Run 1, met1 routing:
The bar under the picture is 10 um long. Cells faint in the background.
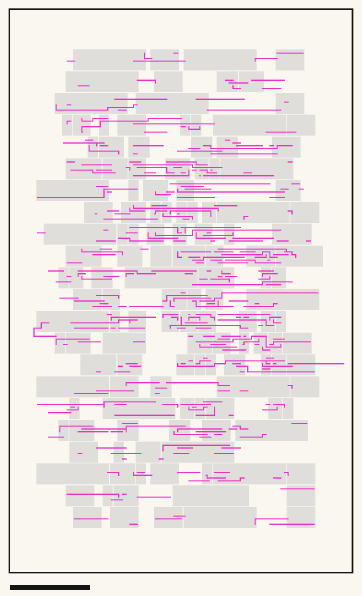
Run 1, metal 2:
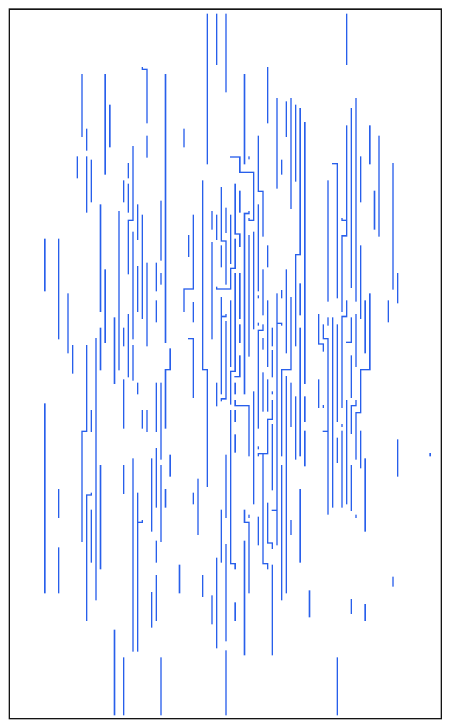
Run 1, signal wires on met3:
The bar under the picture is 10 um long.
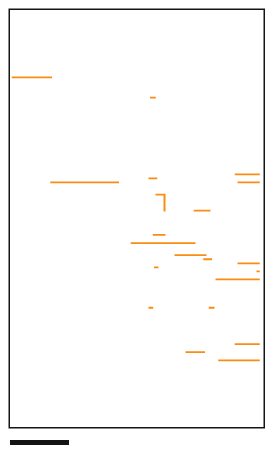
File: config.mk
export PLATFORM = sky130hd
export DESIGN_NAME = systolic_mm_ctrl_flat
export DESIGN_NICKNAME = d
export VERILOG_FILES = /design/src/rtl/systolic_mm_ctrl_pkg.sv /design/src/rtl/systolic_mm_ctrl_if.sv /design/src/rtl/systolic_mm_ctrl_phase_counter.sv /design/src/rtl/systolic_mm_ctrl.sv /design/src/flat_wrapper.sv
export SDC_FILE = /design/constraint.sdc
export NUM_CORES = 1
export LEC_CHECK = 0
export CORE_ASPECT_RATIO = 1.75
export CORE_MARGIN = 3
export CORE_UTILIZATION = 53
export CTS_CLUSTER_DIAMETER = 60
export CTS_CLUSTER_SIZE = 12
export DETAILED_ROUTE_END_ITERATION = 10
export PLACE_DENSITY = 0.77
export RECOVER_POWER = 50
export REMOVE_ABC_BUFFERS = 1
export SLEW_MARGIN = 20
export SYNTH_ARGS = -nofsm -noshare
export SYNTH_HDL_FRONTEND = slang
export SYNTH_HIERARCHICAL = 1
export SYNTH_SLANG_ARGS = --single-unit
File: constraint.sdc
create_clock -name clk -period 7.73 [get_ports clk]
set_input_delay 1.9325 -clock clk [delete_from_list [all_inputs] [get_ports clk]]
set_output_delay 1.9325 -clock clk [all_outputs]
set_load 0.02 [all_outputs]
File: src/rtl/systolic_mm_ctrl_pkg.sv
`default_nettype none
// ----------------------------------------------------------------------------
// systolic_pkg : state encoding and timing helpers for the systolic MM control
// Rev 1.0
// ----------------------------------------------------------------------------
package systolic_pkg;

  typedef enum logic [5:0] {
    S_IDLE   = 6'b000001,
    S_CLEAR  = 6'b000010,
    S_FEED   = 6'b000100,
    S_DRAIN  = 6'b001000,
    S_OUTPUT = 6'b010000,
    S_DONE   = 6'b100000
  } ctrl_state_t;

  // Read latency (1) + operand skew (n-1) + wavefront propagation (n-1).
  function automatic int drain_cycles(input int n);
    return 2 * n - 1;
  endfunction

endpackage
`default_nettype wire

File: src/rtl/systolic_mm_ctrl_if.sv
`default_nettype none
// ----------------------------------------------------------------------------
// systolic_mm_ctrl_if : host command, PE/operand strobes and result-row handshake
// Rev 1.0
// ----------------------------------------------------------------------------
interface systolic_mm_ctrl_if
  import systolic_pkg::*;
#(
  parameter int N_SIZE = 5
) ();

  localparam int AW = $clog2(N_SIZE);

  logic          start;
  logic          abort;
  logic          busy;
  logic          done;
  logic          pe_clear;
  logic          pe_en;
  logic          op_rd_en;
  logic [AW-1:0] op_rd_addr;
  logic          out_valid;
  logic [AW-1:0] out_row;
  logic          out_ready;

  modport master (
    output start, abort, out_ready,
    input  busy, done, pe_clear, pe_en, op_rd_en, op_rd_addr, out_valid, out_row
  );

  modport slave (
    input  start, abort, out_ready,
    output busy, done, pe_clear, pe_en, op_rd_en, op_rd_addr, out_valid, out_row
  );

endinterface
`default_nettype wire

File: src/rtl/systolic_mm_ctrl_phase_counter.sv
`default_nettype none
// ----------------------------------------------------------------------------
// phase_counter : up-counter with synchronous clear, enable and terminal flag
// Rev 1.0
// ----------------------------------------------------------------------------
module phase_counter #(
  parameter int WIDTH = 4
) (
  input  logic             clk,
  input  logic             rst_n,
  input  logic             clear,
  input  logic             en,
  input  logic [WIDTH-1:0] last,
  output logic [WIDTH-1:0] count,
  output logic             at_last
);

  always_ff @(posedge clk or negedge rst_n) begin
    if (!rst_n) begin
      count <= '0;
    end else if (clear) begin
      count <= '0;
    end else if (en) begin
      count <= count + WIDTH'(1);
    end
  end

  assign at_last = (count == last);

endmodule
`default_nettype wire

File: src/rtl/systolic_mm_ctrl.sv
`default_nettype none
// ----------------------------------------------------------------------------
// systolic_mm_ctrl : sequencer for one NxN output-stationary systolic multiply
// Rev 1.0
// ----------------------------------------------------------------------------
module systolic_mm_ctrl
  import systolic_pkg::*;
#(
  parameter  int N_SIZE = 5,
  localparam int AW     = $clog2(N_SIZE)
) (
  input  logic              clk,
  input  logic              rst_n,
  systolic_mm_ctrl_if.slave ctrl
);

  localparam int            PW         = $clog2(2 * N_SIZE);
  localparam logic [PW-1:0] FEED_LAST  = PW'(N_SIZE - 1);
  localparam logic [PW-1:0] DRAIN_LAST = PW'(drain_cycles(N_SIZE) - 1);
  localparam logic [AW-1:0] ROW_LAST   = AW'(N_SIZE - 1);

  ctrl_state_t   r_state;
  ctrl_state_t   w_next;
  logic          w_state_change;
  logic          w_in_phase;
  logic          w_xfer;
  logic [PW-1:0] w_phase_last;
  logic [PW-1:0] w_phase_cnt;
  logic          w_phase_at_last;
  logic [AW-1:0] w_row_cnt;
  logic          w_row_at_last;
  logic [AW-1:0] w_addr_next;

  assign w_state_change = (w_next != r_state);
  assign w_in_phase     = (r_state == S_FEED) || (r_state == S_DRAIN);
  assign w_xfer         = (r_state == S_OUTPUT) && ctrl.out_ready;
  assign w_phase_last   = (r_state == S_FEED) ? FEED_LAST : DRAIN_LAST;

  // Both counters restart on every state change, so each phase begins at 0.
  phase_counter #(.WIDTH(PW)) u_phase_cnt (
    .clk     (clk),
    .rst_n   (rst_n),
    .clear   (w_state_change),
    .en      (w_in_phase),
    .last    (w_phase_last),
    .count   (w_phase_cnt),
    .at_last (w_phase_at_last)
  );

  phase_counter #(.WIDTH(AW)) u_row_cnt (
    .clk     (clk),
    .rst_n   (rst_n),
    .clear   (w_state_change),
    .en      (w_xfer),
    .last    (ROW_LAST),
    .count   (w_row_cnt),
    .at_last (w_row_at_last)
  );

  assign ctrl.out_row = w_row_cnt;

  // Address presented next cycle: the phase count one step ahead.
  assign w_addr_next = (r_state == S_FEED) ? AW'(w_phase_cnt + PW'(1)) : '0;

  always_comb begin
    w_next = r_state;
    if (ctrl.abort) begin
      w_next = S_IDLE;
    end else begin
      case (r_state)
        S_IDLE:   if (ctrl.start)                w_next = S_CLEAR;
        S_CLEAR:                                 w_next = S_FEED;
        S_FEED:   if (w_phase_at_last)           w_next = S_DRAIN;
        S_DRAIN:  if (w_phase_at_last)           w_next = S_OUTPUT;
        S_OUTPUT: if (w_xfer && w_row_at_last)   w_next = S_DONE;
        S_DONE:                                  w_next = S_IDLE;
        default:                                 w_next = S_IDLE;
      endcase
    end
  end

  // Outputs are decoded from the next state so they line up with r_state.
  always_ff @(posedge clk or negedge rst_n) begin
    if (!rst_n) begin
      r_state         <= S_IDLE;
      ctrl.busy       <= 1'b0;
      ctrl.done       <= 1'b0;
      ctrl.pe_clear   <= 1'b0;
      ctrl.pe_en      <= 1'b0;
      ctrl.op_rd_en   <= 1'b0;
      ctrl.op_rd_addr <= '0;
      ctrl.out_valid  <= 1'b0;
    end else begin
      r_state         <= w_next;
      ctrl.busy       <= (w_next != S_IDLE);
      ctrl.done       <= (w_next == S_DONE);
      ctrl.pe_clear   <= (w_next == S_CLEAR);
      ctrl.pe_en      <= (w_next == S_FEED) || (w_next == S_DRAIN);
      ctrl.op_rd_en   <= (w_next == S_FEED);
      ctrl.op_rd_addr <= (w_next == S_FEED) ? w_addr_next : '0;
      ctrl.out_valid  <= (w_next == S_OUTPUT);
    end
  end

endmodule
`default_nettype wire

File: src/flat_wrapper.sv
// flat-port wrapper written by rule: the top's interface ports become plain ports
module systolic_mm_ctrl_flat import systolic_pkg::*;
#(
  parameter  int N_SIZE = 5,
  localparam int AW     = $clog2(N_SIZE)
)
  (clk, rst_n, ctrl_start, ctrl_abort, ctrl_out_ready, ctrl_busy, ctrl_done, ctrl_pe_clear, ctrl_pe_en, ctrl_op_rd_en, ctrl_op_rd_addr, ctrl_out_valid, ctrl_out_row);
  systolic_mm_ctrl_if #(.N_SIZE(N_SIZE)) ctrl_i ();
  input  logic clk;
  input  logic rst_n;
  input wire logic [$bits(ctrl_i.start)-1:0] ctrl_start;
  input wire logic [$bits(ctrl_i.abort)-1:0] ctrl_abort;
  input wire logic [$bits(ctrl_i.out_ready)-1:0] ctrl_out_ready;
  output wire logic [$bits(ctrl_i.busy)-1:0] ctrl_busy;
  output wire logic [$bits(ctrl_i.done)-1:0] ctrl_done;
  output wire logic [$bits(ctrl_i.pe_clear)-1:0] ctrl_pe_clear;
  output wire logic [$bits(ctrl_i.pe_en)-1:0] ctrl_pe_en;
  output wire logic [$bits(ctrl_i.op_rd_en)-1:0] ctrl_op_rd_en;
  output wire logic [$bits(ctrl_i.op_rd_addr)-1:0] ctrl_op_rd_addr;
  output wire logic [$bits(ctrl_i.out_valid)-1:0] ctrl_out_valid;
  output wire logic [$bits(ctrl_i.out_row)-1:0] ctrl_out_row;
  assign ctrl_i.start = ctrl_start;
  assign ctrl_i.abort = ctrl_abort;
  assign ctrl_i.out_ready = ctrl_out_ready;
  assign ctrl_busy = ctrl_i.busy;
  assign ctrl_done = ctrl_i.done;
  assign ctrl_pe_clear = ctrl_i.pe_clear;
  assign ctrl_pe_en = ctrl_i.pe_en;
  assign ctrl_op_rd_en = ctrl_i.op_rd_en;
  assign ctrl_op_rd_addr = ctrl_i.op_rd_addr;
  assign ctrl_out_valid = ctrl_i.out_valid;
  assign ctrl_out_row = ctrl_i.out_row;
  systolic_mm_ctrl #(.N_SIZE(N_SIZE)) u_core (.clk(clk), .rst_n(rst_n), .ctrl(ctrl_i));
endmodule
==> results.md, run 1 <==
| Quantity | Value | Unit |
| --- | --- | --- |
| Proportion of netlist area held by the largest area contributor | 0.422 | - |
| Setup crit start | ctrl_abort | - |
| Reg-to-reg startpoint | u_core/r_state[1] | - |
| Total area of sequential cells | 552 | sq um |
| Startpoint-to-endpoint class of the critical path | input pin to register | - |
| Buffers added on ports | 16 | - |
| Commonest cells after routing, fill and taps aside | 21 x sky130_fd_sc_hd__dfrtp_1, 14 x sky130_fd_sc_hd__clkdlybuf4s50_1, 13 x sky130_fd_sc_hd__nor2_1 | - |
| Worst hold start | u_core/u_phase_cnt/count[0] | - |
| DRC viols | 0 | - |
| Main logic family after synthesis | simple AND/OR/NAND/NOR gates | - |
| Share of cell area taken by multi-input logic gates | 0.451 | - |
| Fmax | 263 | MHz |
| Final std cell area, no fill | 0.00143 | sq mm |
| Adder share | 0.0301 | - |
| Register ranked first by flip-flop count | u_core/r_state | - |
| Outcome | complete, no violations | - |
| Via count normalized by instance count | 5.91 | - |
| Number of cells traversed by the worst register-to-register path | 10 | - |
| GRT Resource Usage Total | 0.185 | - |
| Number of non-clock buffers in the layout | 16 | - |
| Seq/total area | 0.385 | - |
| Logic cell area | 647 | sq um |
| Clock Tree Root | sky130_fd_sc_hd__clkbuf_4 | - |
| 1st-pass router iterations | 4 | - |
| Wire length per cell after detailed routing | 15.3 | um |
| Sum of met2 wire segment lengths after detailed routing | 1.38 | mm |
| Top flop regs | u_core/r_state x6, u_core/u_phase_cnt/count x4 | - |
| Power drawn by the sequential cells | 0.125 | mW |
| Final Slew Violations | 0 | - |
| Final core occ | 0.659 | - |
| Area added between synthesis and finish | 15.1 | % |
| Yosys chip area | 0.00125 | sq mm |
| Largest power group | sequential cells | - |
| Largest net degree at the start of global routing | 23 | - |
| Core ar. | 0.00217 | sq mm |
| Multi-input combinational cell count | 93 | - |
| Worst hold-check slack | 0.580 | ns |
| Synth unique cells | 43 | - |
| Ranking of synthesized cells by instance count | 21 x sky130_fd_sc_hd__dfrtp_1, 13 x sky130_fd_sc_hd__nor2_1, 7 x sky130_fd_sc_hd__nand2_1, 7 x sky130_fd_sc_hd__xor2_1 | - |
| Area of the die | 0.00299 | sq mm |
| Placed cell count | 160 | - |
| Post-CTS resize count | 0 | - |
| Comb power frac | 0.177 | - |
| # diodes | 0 | - |
| Via count of the first global-routing pass | 1040 | - |
| Final tally of setup violations | 0 | - |
| Number of maximum-capacitance violations | 0 | - |
| Top fanout value on the critical path | 8 | - |
| Number of sinks driven by the clock tree | 22 | - |
| Floorplan-stage core utilization | 0.573 | - |
| Most frequent cell after synthesis | sky130_fd_sc_hd__dfrtp_1 | - |
| Routed wire length on met3 | 77 | um |
| Total cell area at the placement stage | 0.00141 | sq mm |
| Layout inverter count without the clock tree | 5 | - |
| Register-to-Register Setup Slack | 4.36 | ns |
| Most Used Layer, Global Route | met2 | - |
| Pre-CTS worst setup slack | 3.68 | ns |
| Async set or reset register ratio after synthesis | 1.00 | - |
| Cell family contributing the most delay on the critical path | simple AND/OR/NAND/NOR gates | - |
| TritonCTS clock tree | yes | - |
| Setup repair after global routing missed its margin | false | - |
About 'met1 routing':
- wire length on this layer: 946 um
- main direction: horizontal
- share of all routed wire: 38%
- nets with wire on the layer: 134
- longest straight run: 13.3 um
count of vias placed by the detailed router: 969
GR Layer Usage met1: 0.204
total wire length after detailed routing: 2.51 mm

About 'metal 2':
- share of all routed wire: 55%
- main direction: vertical
met2 usage: 0.314

About 'signal wires on met3':
- longest straight run: 11.3 um
- wire length on this layer: 77.7 um
- nets with wire on the layer: 15
met3 layer usage reported by global route: 0.0155

## Run 2: what changed since run 1
Settings changed: CORE_UTILIZATION 53 to 48, PLACE_DENSITY 0.77 to 0.74.
Clock period 7.73 ns to 3.1 ns, I/O delays scaled along.
Run 2, drive-strength map:
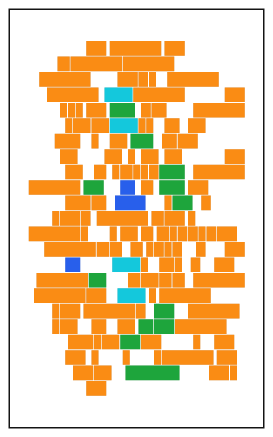
- blue: x3 and x4 (cells 3; share 2.1%; most used buf_4)
- cyan: x6 and larger (cells 4; share 2.8%; most used clkbuf_8)
- green: x2 (cells 12; share 8.3%)
- orange: x1 and smaller (cells 125; share 87%; most used dfrtp_1)

==> run 2 against run 1 <==
Compared with the run above: via count grew 0.10%; global-route usage decreased by 1.5 points; clock skew down 0.0035 ns; count of clock-buffer cells in the layout stayed put; register-to-register slack got worse by 4.0 ns; combinational power rose to 2.8 times the previous value; area after synthesis stayed put; non-clock buffer count increased by 4; sequential power is 150% higher; sequential cell count is the same; total power increased to 2.9 times the previous value; clock power increased to 3.9 times the previous value; largest power group unchanged.
==> results.md, run 2 <==
| Quantity | Value | Unit |
| --- | --- | --- |
| Synth unique cells | 43 | - |
| Worst setup slack after layout | 0.368 | ns |
| Clock Tree Root | sky130_fd_sc_hd__clkbuf_8 | - |
| Count of cell instances traversed by the critical path | 7 | - |
| Final core occ | 0.621 | - |
| Cell family contributing the most delay on the critical path | simple AND/OR/NAND/NOR gates | - |
| Sum of met2 wire segment lengths after detailed routing | 1.39 | mm |
| Number of sinks driven by the clock tree | 22 | - |
| Largest power group | sequential cells | - |
| Pre-CTS worst setup slack | 0.186 | ns |
| Register-to-Register Setup Slack | 0.37 | ns |
| Most frequent cell after synthesis | sky130_fd_sc_hd__dfrtp_1 | - |
| Multi-input combinational cell count | 93 | - |
| Power drawn by the sequential cells | 0.311 | mW |
| Ranking of synthesized cells by instance count | 21 x sky130_fd_sc_hd__dfrtp_1, 13 x sky130_fd_sc_hd__nor2_1, 7 x sky130_fd_sc_hd__nand2_1, 7 x sky130_fd_sc_hd__xor2_1 | - |
| Most Used Layer, Global Route | met2 | - |
| Final std cell area, no fill | 0.00148 | sq mm |
| Setup repair after global routing missed its margin | false | - |
| Simple-Gate Fraction of Synth Area | 0.252 | - |
| Share of cell area taken by multi-input logic gates | 0.434 | - |
| Met3 layer usage reported by global route | 0.0221 | - |
| Via count of the first global-routing pass | 941 | - |
| Worst hold start | u_core/u_phase_cnt/count[0] | - |
| Core ar. | 0.00239 | sq mm |
| Yosys chip area | 0.00125 | sq mm |
| Largest net degree at the start of global routing | 23 | - |
| Final tally of setup violations | 0 | - |
| Placed cell count | 165 | - |
| Total wire length after detailed routing | 2.45 | mm |
| Setup crit start | u_core/r_state[3] | - |
| # diodes | 0 | - |
| Area of the die | 0.00327 | sq mm |
| Worst hold-check slack | 0.568 | ns |
| Wire length per cell after detailed routing | 14.5 | um |
| Met2 usage | 0.323 | - |
| GR Layer Usage met1 | 0.166 | - |
| GRT Resource Usage Total | 0.170 | - |
| Final Slew Violations | 0 | - |
| Comb power frac | 0.171 | - |
| Async set or reset register ratio after synthesis | 1.00 | - |
| Top routing layer in use | met4 | - |
| Number of maximum-capacitance violations | 0 | - |
| Signal buf overhead | 0.123 | - |
| Register ranked first by flip-flop count | u_core/r_state | - |
| Via count normalized by instance count | 5.74 | - |
| Buffers added on ports | 16 | - |
| Floorplan-stage core utilization | 0.522 | - |
| Layout inverter count without the clock tree | 5 | - |
| Main logic family after synthesis | simple AND/OR/NAND/NOR gates | - |
| Reg-to-reg startpoint | u_core/r_state[3] | - |
| Total area of sequential cells | 552 | sq um |
| Count of vias placed by the detailed router | 970 | - |
| Logic cell area | 644 | sq um |
| Outcome | complete, no violations | - |
| Startpoint-to-endpoint class of the critical path | register to register | - |
| TritonCTS clock tree | yes | - |
| Proportion of netlist area held by the largest area contributor | 0.422 | - |
| Adder share | 0.0301 | - |
| Routed wire length on met3 | 97 | um |
| Fmax | 366 | MHz |
| Hold_buf cts | 0 | - |
| Number of non-clock buffers in the layout | 20 | - |
| DRC viols | 0 | - |
| Area added between synthesis and finish | 19.1 | % |
| Number of cells traversed by the worst register-to-register path | 7 | - |
| Commonest cells after routing, fill and taps aside | 21 x sky130_fd_sc_hd__dfrtp_1, 14 x sky130_fd_sc_hd__clkdlybuf4s50_1, 13 x sky130_fd_sc_hd__nor2_1 | - |
| Post-CTS resize count | 0 | - |
Power is estimated from default activity; no workload was simulated.
